## config.mk

```make
export PLATFORM = sky130hd
export DESIGN_NAME = ex_issue_stage
export DESIGN_NICKNAME = d
export VERILOG_FILES = /design/src/rtl/ex_issue_stage.sv
export SDC_FILE = /design/constraint.sdc
export NUM_CORES = 1
export LEC_CHECK = 0
export CAP_MARGIN = 0
export CORE_AREA = 5 5 112 114
export DETAILED_ROUTE_END_ITERATION = 10
export DIE_AREA = 0 0 117 119
export PLACE_DENSITY = 0.81
export SLEW_MARGIN = 30
export SYNTH_ARGS = -nofsm -noshare
export SYNTH_HDL_FRONTEND = slang
export SYNTH_SLANG_ARGS = --single-unit
export TNS_END_PERCENT = 1
```

## constraint.sdc

```tcl
create_clock -name clk -period 2.2 [get_ports clk]
set_input_delay 0.44 -clock clk [delete_from_list [all_inputs] [get_ports clk]]
set_output_delay 0.44 -clock clk [all_outputs]
set_load 0.01 [all_outputs]
```

## src/rtl/ex_issue_stage.sv

```systemverilog
// ---------------------------------------------------------------------------
// ex_issue_stage
//
// ID/EX pipeline register with the ALU control decoder. Each cycle it takes
// one decoded instruction from ID and derives the 3-bit ALU code. It builds
// both ALU operands (rs value; rt value or the extended immediate) and
// registers everything as the EX-stage bundle.
//
// Optional feature macro: EX_ISSUE_FWD_EN
//   defined   - operands are forwarded from MEM/WB at capture time
//               (MEM beats WB, register 0 never forwarded).
//   undefined - forwarding ports are ignored; operands come from the
//               register file only.
//
// Ports:
//   clk, reset            rising-edge clock, synchronous active-high reset
//   stall, flush          hold EX bundle / insert bubble (flush wins)
//   id_*                  decoded ID-stage bundle
//   mem_*, wb_*           forwarding sources (EX_ISSUE_FWD_EN only)
//   ex_valid, ex_ctrl     bundle valid, ALU operation code
//   ex_data1, ex_data2    ALU operands
//   ex_rt_data            store data (operand 2 before immediate select)
//   ex_wr_reg             destination register index
//   ex_reg_write,
//   ex_branch             control passthrough
//   ex_illegal            unsupported funct in the current bundle
//   illegal_seen          sticky illegal flag, cleared only by reset
// ---------------------------------------------------------------------------
module ex_issue_stage (
  input  logic        clk,
  input  logic        reset,
  input  logic        stall,
  input  logic        flush,
  input  logic        id_valid,
  input  logic [1:0]  id_alu_op,
  input  logic [5:0]  id_funct,
  input  logic [4:0]  id_rs,
  input  logic [4:0]  id_rt,
  input  logic [4:0]  id_rd,
  input  logic [31:0] id_rs_data,
  input  logic [31:0] id_rt_data,
  input  logic [15:0] id_imm,
  input  logic        id_alu_src,
  input  logic        id_reg_dst,
  input  logic        id_reg_write,
  input  logic        id_branch,
  input  logic        mem_reg_write,
  input  logic        wb_reg_write,
  input  logic [4:0]  mem_wr_reg,
  input  logic [4:0]  wb_wr_reg,
  input  logic [31:0] mem_result,
  input  logic [31:0] wb_result,
  output logic        ex_valid,
  output logic [2:0]  ex_ctrl,
  output logic [31:0] ex_data1,
  output logic [31:0] ex_data2,
  output logic [31:0] ex_rt_data,
  output logic [4:0]  ex_wr_reg,
  output logic        ex_reg_write,
  output logic        ex_branch,
  output logic        ex_illegal,
  output logic        illegal_seen
);

  localparam logic [2:0] ALU_AND  = 3'b000;
  localparam logic [2:0] ALU_OR   = 3'b001;
  localparam logic [2:0] ALU_ADD  = 3'b010;
  localparam logic [2:0] ALU_PASS = 3'b011;
  localparam logic [2:0] ALU_SUB  = 3'b110;
  localparam logic [2:0] ALU_XOR  = 3'b111;

  typedef struct packed {
    logic        valid;
    logic [2:0]  ctrl;
    logic [31:0] data1;
    logic [31:0] data2;
    logic [31:0] rt_data;
    logic [4:0]  wr_reg;
    logic        reg_write;
    logic        branch;
    logic        illegal;
  } ex_bundle_t;

  localparam ex_bundle_t EX_BUBBLE = '{
    valid:     1'b0,
    ctrl:      ALU_PASS,
    data1:     32'd0,
    data2:     32'd0,
    rt_data:   32'd0,
    wr_reg:    5'd0,
    reg_write: 1'b0,
    branch:    1'b0,
    illegal:   1'b0
  };

  ex_bundle_t ex_q, ex_d, id_bundle;
  logic       illegal_seen_q, illegal_seen_d;

  logic [2:0]  ctrl_dec;
  logic        illegal_dec;
  logic [31:0] imm_ext;
  logic [31:0] rs_val;
  logic [31:0] rt_val;

  // ALU control decode
  always_comb begin
    ctrl_dec    = ALU_PASS;
    illegal_dec = 1'b0;
    unique case (id_alu_op)
      2'b00: ctrl_dec = ALU_ADD;
      2'b01: ctrl_dec = ALU_SUB;
      2'b11: ctrl_dec = ALU_OR;
      default: begin
        case (id_funct)
          6'b100000: ctrl_dec = ALU_ADD;
          6'b100010: ctrl_dec = ALU_SUB;
          6'b100100: ctrl_dec = ALU_AND;
          6'b100101: ctrl_dec = ALU_OR;
          6'b100110: ctrl_dec = ALU_XOR;
          default: begin
            ctrl_dec    = ALU_PASS;
            illegal_dec = 1'b1;
          end
        endcase
      end
    endcase
  end

  // Immediate-OR uses a zero-extended immediate; everything else sign-extends
  assign imm_ext = (id_alu_op == 2'b11) ? {16'd0, id_imm}
                                        : {{16{id_imm[15]}}, id_imm};

`ifdef EX_ISSUE_FWD_EN
  // Forwarding resolved at capture time; MEM is younger so it wins over WB
  always_comb begin
    rs_val = id_rs_data;
    if (mem_reg_write && (mem_wr_reg == id_rs) && (id_rs != 5'd0))
      rs_val = mem_result;
    else if (wb_reg_write && (wb_wr_reg == id_rs) && (id_rs != 5'd0))
      rs_val = wb_result;
  end

  always_comb begin
    rt_val = id_rt_data;
    if (mem_reg_write && (mem_wr_reg == id_rt) && (id_rt != 5'd0))
      rt_val = mem_result;
    else if (wb_reg_write && (wb_wr_reg == id_rt) && (id_rt != 5'd0))
      rt_val = wb_result;
  end
`else
  assign rs_val = id_rs_data;
  assign rt_val = id_rt_data;

  // Forwarding inputs have no function in this build
  logic unused_fwd;
  assign unused_fwd = ^{mem_reg_write, wb_reg_write, mem_wr_reg, wb_wr_reg,
                        mem_result, wb_result, id_rs};
`endif

  // Decoded ID bundle; an illegal funct suppresses the register write
  always_comb begin
    id_bundle           = EX_BUBBLE;
    id_bundle.valid     = 1'b1;
    id_bundle.ctrl      = ctrl_dec;
    id_bundle.data1     = rs_val;
    id_bundle.data2     = id_alu_src ? imm_ext : rt_val;
    id_bundle.rt_data   = rt_val;
    id_bundle.wr_reg    = id_reg_dst ? id_rd : id_rt;
    id_bundle.reg_write = id_reg_write & ~illegal_dec;
    id_bundle.branch    = id_branch;
    id_bundle.illegal   = illegal_dec;
  end

  // Next-state: flush beats stall; stall holds everything incl. the sticky flag
  always_comb begin
    ex_d           = ex_q;
    illegal_seen_d = illegal_seen_q;
    if (flush) begin
      ex_d = EX_BUBBLE;
    end else if (!stall) begin
      if (id_valid) begin
        ex_d           = id_bundle;
        illegal_seen_d = illegal_seen_q | illegal_dec;
      end else begin
        ex_d = EX_BUBBLE;
      end
    end
  end

  always_ff @(posedge clk) begin
    if (reset) begin
      ex_q           <= EX_BUBBLE;
      illegal_seen_q <= 1'b0;
    end else begin
      ex_q           <= ex_d;
      illegal_seen_q <= illegal_seen_d;
    end
  end

  assign ex_valid     = ex_q.valid;
  assign ex_ctrl      = ex_q.ctrl;
  assign ex_data1     = ex_q.data1;
  assign ex_data2     = ex_q.data2;
  assign ex_rt_data   = ex_q.rt_data;
  assign ex_wr_reg    = ex_q.wr_reg;
  assign ex_reg_write = ex_q.reg_write;
  assign ex_branch    = ex_q.branch;
  assign ex_illegal   = ex_q.illegal;
  assign illegal_seen = illegal_seen_q;

endmodule

```

==> run notes, run 1 <==
run metrics: status=completed, main power-consuming group=registers, Flop pwr share=0.484, # port buffers=215, cell breakdown of the critical path=clkdlybuf4s50_1 > nor4b_4 > buf_4 > a22o_1, crit path DRT=2490 ps, Latency at later pin=340 ps, Mapped Cells=347, PD cells=657.3 nW/um^2, Switch Pwr=0.9080 mW, slowest stage cell, crit path=clkdlybuf4s50_1, Avg Synthesized Cell Area=10.88 um^2, DR iter-0 viols=208, fin worst setup slack=411.6 ps, Antenna Nets Post-Route=0, Slew Viols, Final=0, synth cell count leaders=dfxtp_1, a22o_1, nor2_1, setup TNS=0 ps, routability congestion estimate=0.7202, vias in the first global route=3688, cell taking the most area after synthesis=dfxtp_1
==> run 1: path summary, 6_finish.rpt <==
path	from	to	slack, ps	cells past startpoint
worst min register to register	ex_data2[24]	ex_data2[24]	450	2
worst max-delay path	stall	ex_data1[9]	410	4
worst min-delay path	ex_data2[24]	ex_data2[24]	450	2
worst max register to register	ex_ctrl[0]	ex_ctrl[0]	1400	3
==> run 1: metal layers <==
metal,GRT usage,up-vias,wire [um],share of wire
li1,-,1683,-,-
met1,0.1909,1599,4698,0.38
met2,0.2866,173,5827,0.47
met3,0.09077,22,1536,0.12
met4,0.07168,0,312,0.025
met5,0,-,0,0
==> run 1: cell families after synthesis <==
kind of cell | share of synthesized area
AOI/OAI and AO/OA | 0.2440
muxes | 0.06265
DFF | 0.5781
buffers and inverters | 0.03480
and+or+nand+nor | 0.08055
Run 1, cell outlines without signal wires:
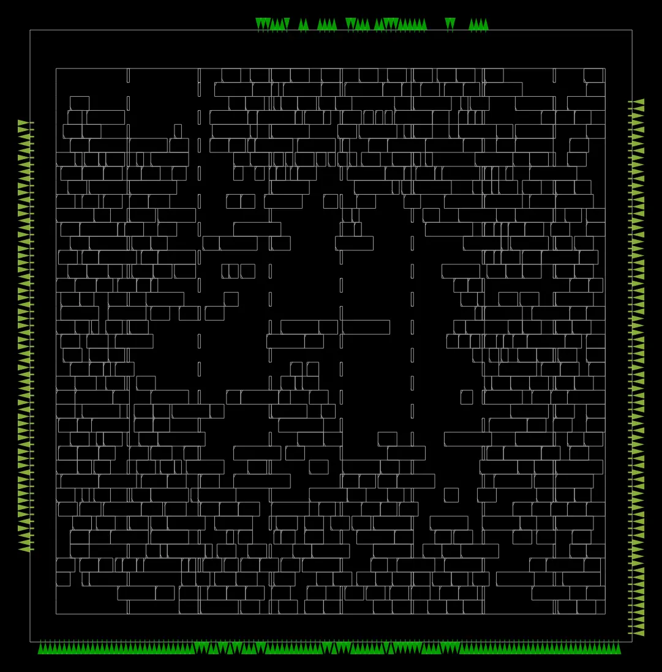
n_taps: 143
flop share of the area: 0.3408
Site Rows: 39

Run 1, placed cells, one color a class:
(2 px per um)
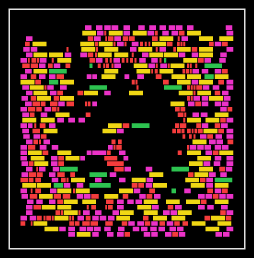
legend:
  red:
    class: remaining logic cells
    cells: 210
    share_of_their_area: 24%
  yellow:
    class: registers
    cells: 109
    share_of_their_area: 35%
  green:
    class: clock drivers and dummy loads
    cells: 16
    share_of_their_area: 5.0%
  magenta:
    class: remaining buffers and delay cells
    cells: 225
    share_of_their_area: 36%
CORE AREA: 11320 um^2
Final Util: 0.5657
fin area: 6404 um^2

Run 1, sequential cells colored by netlist name:
(4 px per um) Other sequential cells in the stronger gray, the rest of the logic in the fainter gray.
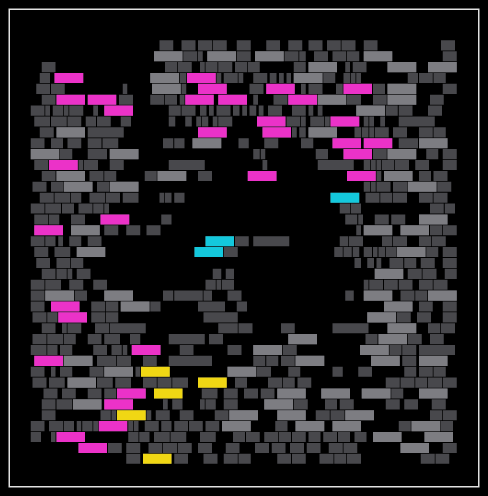
legend:
  cyan:
    netlist_name: `ex_ctrl`
    placed_flops: 3
  magenta:
    netlist_name: `ex_data2`
    placed_flops: 32
    where: all over the die
  yellow:
    netlist_name: `ex_wr_reg`
    placed_flops: 5
Register Area: 2182 um^2
seq pwr: 2.04 mW

Run 1, metal 3:
(3 px per um)
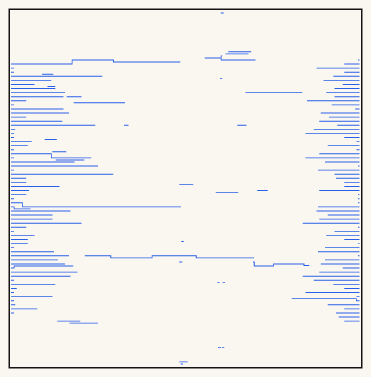

==> inputs of run 2 (changes only) <==
CORE_AREA = 5 5 119 121   (was 5 5 112 114)
DIE_AREA = 0 0 124 126   (was 0 0 117 119)
PLACE_DENSITY = 0.75   (was 0.81)
clock period = 1.5 ns   (was 2.2 ns; I/O delays follow)
Run 2, metal 3:
(3 px per um)
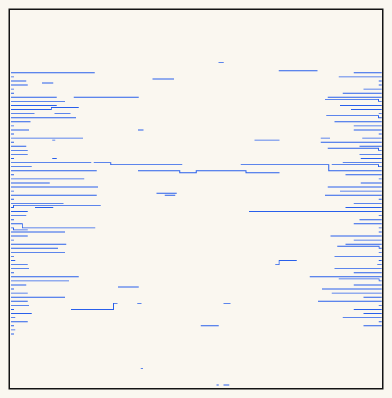
longest straight run: 43.9 um
share of all routed wire: 12%
nets with wire on the layer: 140
main direction: horizontal
wire length on this layer: 1530 um
final WL: 12670 um
vias: 3538

==> run notes, run 2 <==
run metrics: status=completed, Slew @ Worst Pin=438.8 ps, cell taking the most area after synthesis=dfxtp_1, M3 GR Usage=0.07937 (-0.01140), reg-to-reg slack, setup=700 ps (-700 ps), Synth Area in Adders=0 (unchanged), Register-to-Register Path Depth=3 (unchanged), Critical Path Start=flush, Simple-Gate Area Share=0.08054 (unchanged), DR iter-0 viols=154 (-26%), Root Buffer=clkbuf_16, syn nets=535, vias in the first global route=3668 (-0.54%), met1 Use GR=0.1768 (-0.01414), Worst R2R Start=ex_ctrl[0], fin area=6487 um^2 (+1.3%), # port buffers=215 (unchanged), crit path DRT=1790 ps (-700 ps), routability congestion estimate=0.7528 (+4.5%), mux frac, synth=0.06265 (unchanged), RSZ-0062 raised after global routing=no, nets=760, synth cell count leaders=dfxtp_1, a22o_1, nor2_1, Avg Synthesized Cell Area=10.88 um^2 (unchanged), Mapped Cells=347 (unchanged), worst r2r dst=ex_ctrl[0], layout cells sized above 1=0.1161, n_diodes=0, Latency at later pin=350 ps (about the same), Antenna Nets Post-Route=0 (unchanged), slowest stage cell, crit path=clkdlybuf4s50_1, Hold Path Sink=ex_data2[22], logic depth of the worst path, buffers included=6 (+2), setup TNS=0 ps (unchanged), met2 Use GR=0.2631 (-0.02350), ao+oa area frac=0.2440 (unchanged), Final Util=0.4998 (-0.06584), hold depth=2 (unchanged), fin worst setup slack=68.09 ps (-343.5 ps), Cell Type Count=28, grt peak-use layer=met2, Top non-seq family=AND-OR/OR-AND gates, hold path start=ex_data2[22], XOR/XNOR share of the synthesized area=0 (unchanged), cell breakdown of the critical path=clkdlybuf4s50_1 > buf_4 > nor3b_4 > buf_12 > buf_12 > a22o_1, Hold Slack=444.2 ps, PD cells=960.3 nW/um^2 (+46%)
Run 2, cell outlines without signal wires:
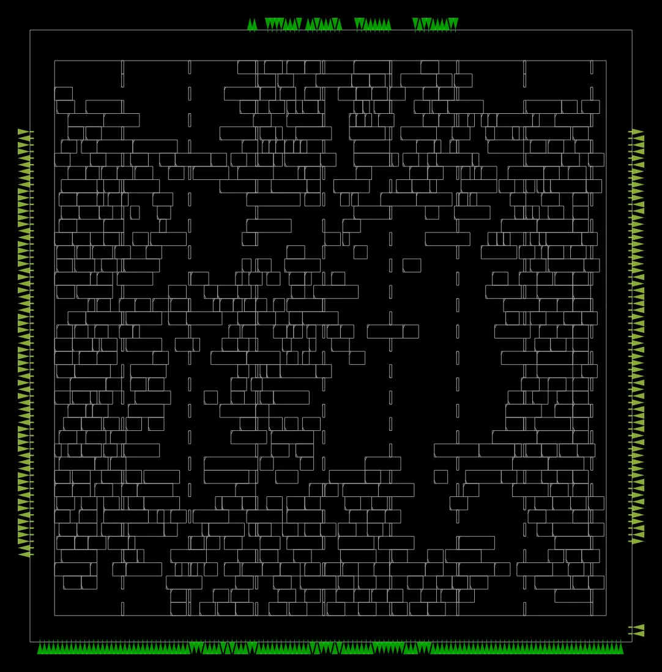
CORE AREA: 12980 um^2
Site Rows: 42
flop count: 109

[run 2: cell counts after synthesis]
Identical to the previous run, type by type.
[run 2: cell type report]
class	instances	area [um^2]
Clock buffer	10	229.0
Clock inverter	6	87.58
Fill cell	1233	6492
Inverter	4	15.01
Multi-Input combinational cell	206	1470
Sequential cell	109	2182
Tap cell	176	220.2
Timing Repair Buffer	242	2283
[run 2: layer usage]
layer | vias up | wire, um
li1 | 1715 | -
met1 | 1643 | 4816
met2 | 160 | 6066
met3 | 20 | 1525
met4 | 0 | 260
met5 | - | 0
[run 2: power by group]
part / switching, mW / internal [mW] / leakage, nW / total (mW)
Sequential: 0.0293 / 2.95 / 0.883 / 2.98
Combinational: 0.282 / 0.450 / 1.97 / 0.732
Clock: 1.05 / 1.46 / 0.145 / 2.52
Run 2, placed cells, one color a class:
(2 px per um)
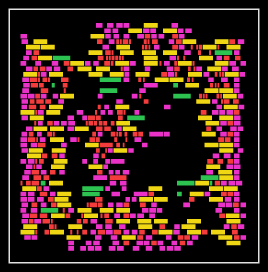

==> inputs of run 3 (changes only) <==
ABC_AREA = 1   (was default)
CORE_AREA = 5 5 120 122   (was 5 5 119 121)
DIE_AREA = 0 0 125 127   (was 0 0 124 126)
PLACE_DENSITY = 0.76   (was 0.75)
SLEW_MARGIN = default   (was 30)
Run 3, placed cells, one color a class:
(2 px per um)
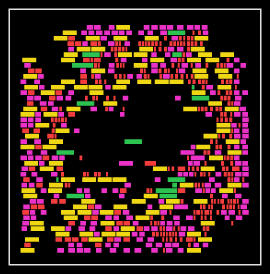
legend:
  yellow:
    class: registers
    cells: 109
    share_of_their_area: 35%
  magenta:
    class: remaining buffers and delay cells
    cells: 230
    share_of_their_area: 35%
  green:
    class: clock drivers and dummy loads
    cells: 15
    share_of_their_area: 5.0%
  red:
    class: remaining logic cells
    cells: 289
    share_of_their_area: 26%
fin area: 6497 um^2
CORE AREA: 13090 um^2
Final Util: 0.4966
flop share of the area: 0.3358

Run 3, metal 3:
(3 px per um)
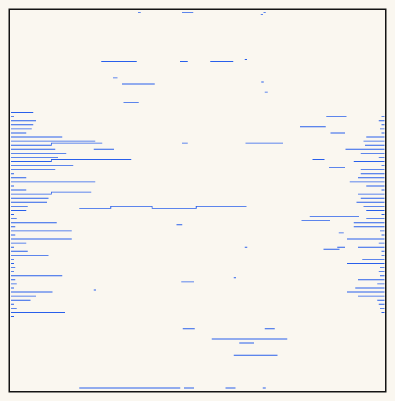
main direction: horizontal
longest straight run: 33.3 um
M3 GR Usage: 0.05175
vias: 4019

==> run notes, run 3 <==
run metrics: final WL=13610 um (+7.5%), Avg Synthesized Cell Area=9.199 um^2 (-15%), fin worst setup slack=169.2 ps (+101.1 ps), Site Rows=42 (unchanged), status=completed, Cell Type Count=22 (-21%), Simple-Gate Area Share=0.1053 (+0.02475), Comb gates=259 (+26%), Area growth syn-to-layout=62.74%, Worst R2R Start=ex_ctrl[0], die width=125 um, # port buffers=215 (unchanged), Non-Clock Buffer Area Fraction=0.3349 (-0.01710), n_taps=176 (unchanged), n_diodes=0 (unchanged), Mapped Cells=434 (+25%), PD cells=962.9 nW/um^2 (+0.27%), Antenna Nets Post-Route=0 (unchanged), ao+oa area frac=0.2679 (+0.02399), layout cells sized above 1=0.06065 (-0.05546), cell taking the most area after synthesis=dfxtp_1, Met2 Wirelength=6567 um (+8.3%), setup TNS=0 ps (unchanged), XOR/XNOR share of the synthesized area=0 (unchanged), mux frac, synth=0 (-0.06265), nets=827 (+8.8%), met2 Use GR=0.2809 (+0.01780), DR iter-0 viols=291 (+89%), Register Area=2182 um^2 (unchanged), Top non-seq family=AND-OR/OR-AND gates, Root Buffer=clkbuf_16, Slew @ Worst Pin=541.5 ps (+102.7 ps), reg-to-reg slack, setup=700 ps (about the same), Hold Slack=311.3 ps (-133.0 ps), number of fill cells in the layout=1254 (+1.7%), synth cell count leaders=dfxtp_1, a21oi_1, nand2_1, RSZ-0062 raised after global routing=no, flop count=109 (unchanged), Synth Area in Adders=0 (unchanged), Latency at later pin=340 ps (about the same), uppermost layer routed=met4, grt peak-use layer=met2, Critical Path Start=reset, logic depth of the worst path, buffers included=6 (unchanged), crit path DRT=1780 ps (about the same), worst r2r dst=ex_ctrl[0], routability congestion estimate=0.8814 (+17%), met1 Use GR=0.1929 (+0.01611), cell class ranked first by area=flip-flops and latches
[run 3: what timing repair did]
item / 4_1_cts / 5_1_grt
endpoints found under the setup margin: 109 / 0
hold buffers: 0 / 0
gates resized: 109 / 0
[run 3: where the power goes]
group          internal [mW]  switching (mW)  leakage, nW  total (mW)
clock                   1.50            1.03        0.152        2.53
sequential              2.95          0.0302        0.883        2.99
combinational          0.403           0.342         1.86       0.744
total                   4.86            1.40         2.89        6.26
[run 3: worst min path at each step]
stage,depth (start not counted),from,endpoint
6_report,4,stall,ex_ctrl[1]
5_1_grt,4,stall,ex_ctrl[1]
4_1_cts,4,stall,ex_ctrl[1]
3_5_place_dp,2,ex_data2[29],ex_data2[29]
3_3_place_gp,2,ex_data2[19],ex_data2[19]
2_1_floorplan,1,reset,illegal_seen

==> screenshots <==
Metal layers overlaid.
(3 px per um) Only two layers are drawn.
shot_01.png
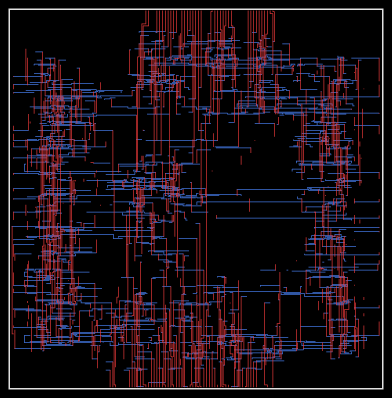
shot_02.png
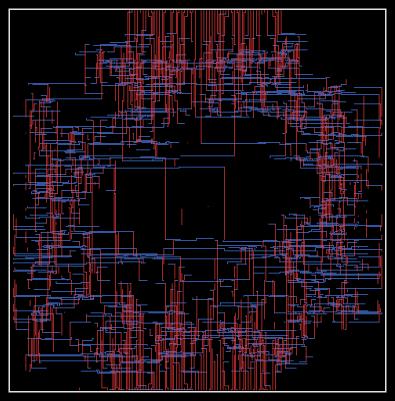
run 2 -> shot_01.png
run 3 -> shot_02.png

Key to shot_02.png:
legend:
  red:
    layer: M2
    wire_length: 6570 um
  blue:
    layer: M1
    wire_length: 5620 um

Power and IR drop assume default switching activity.
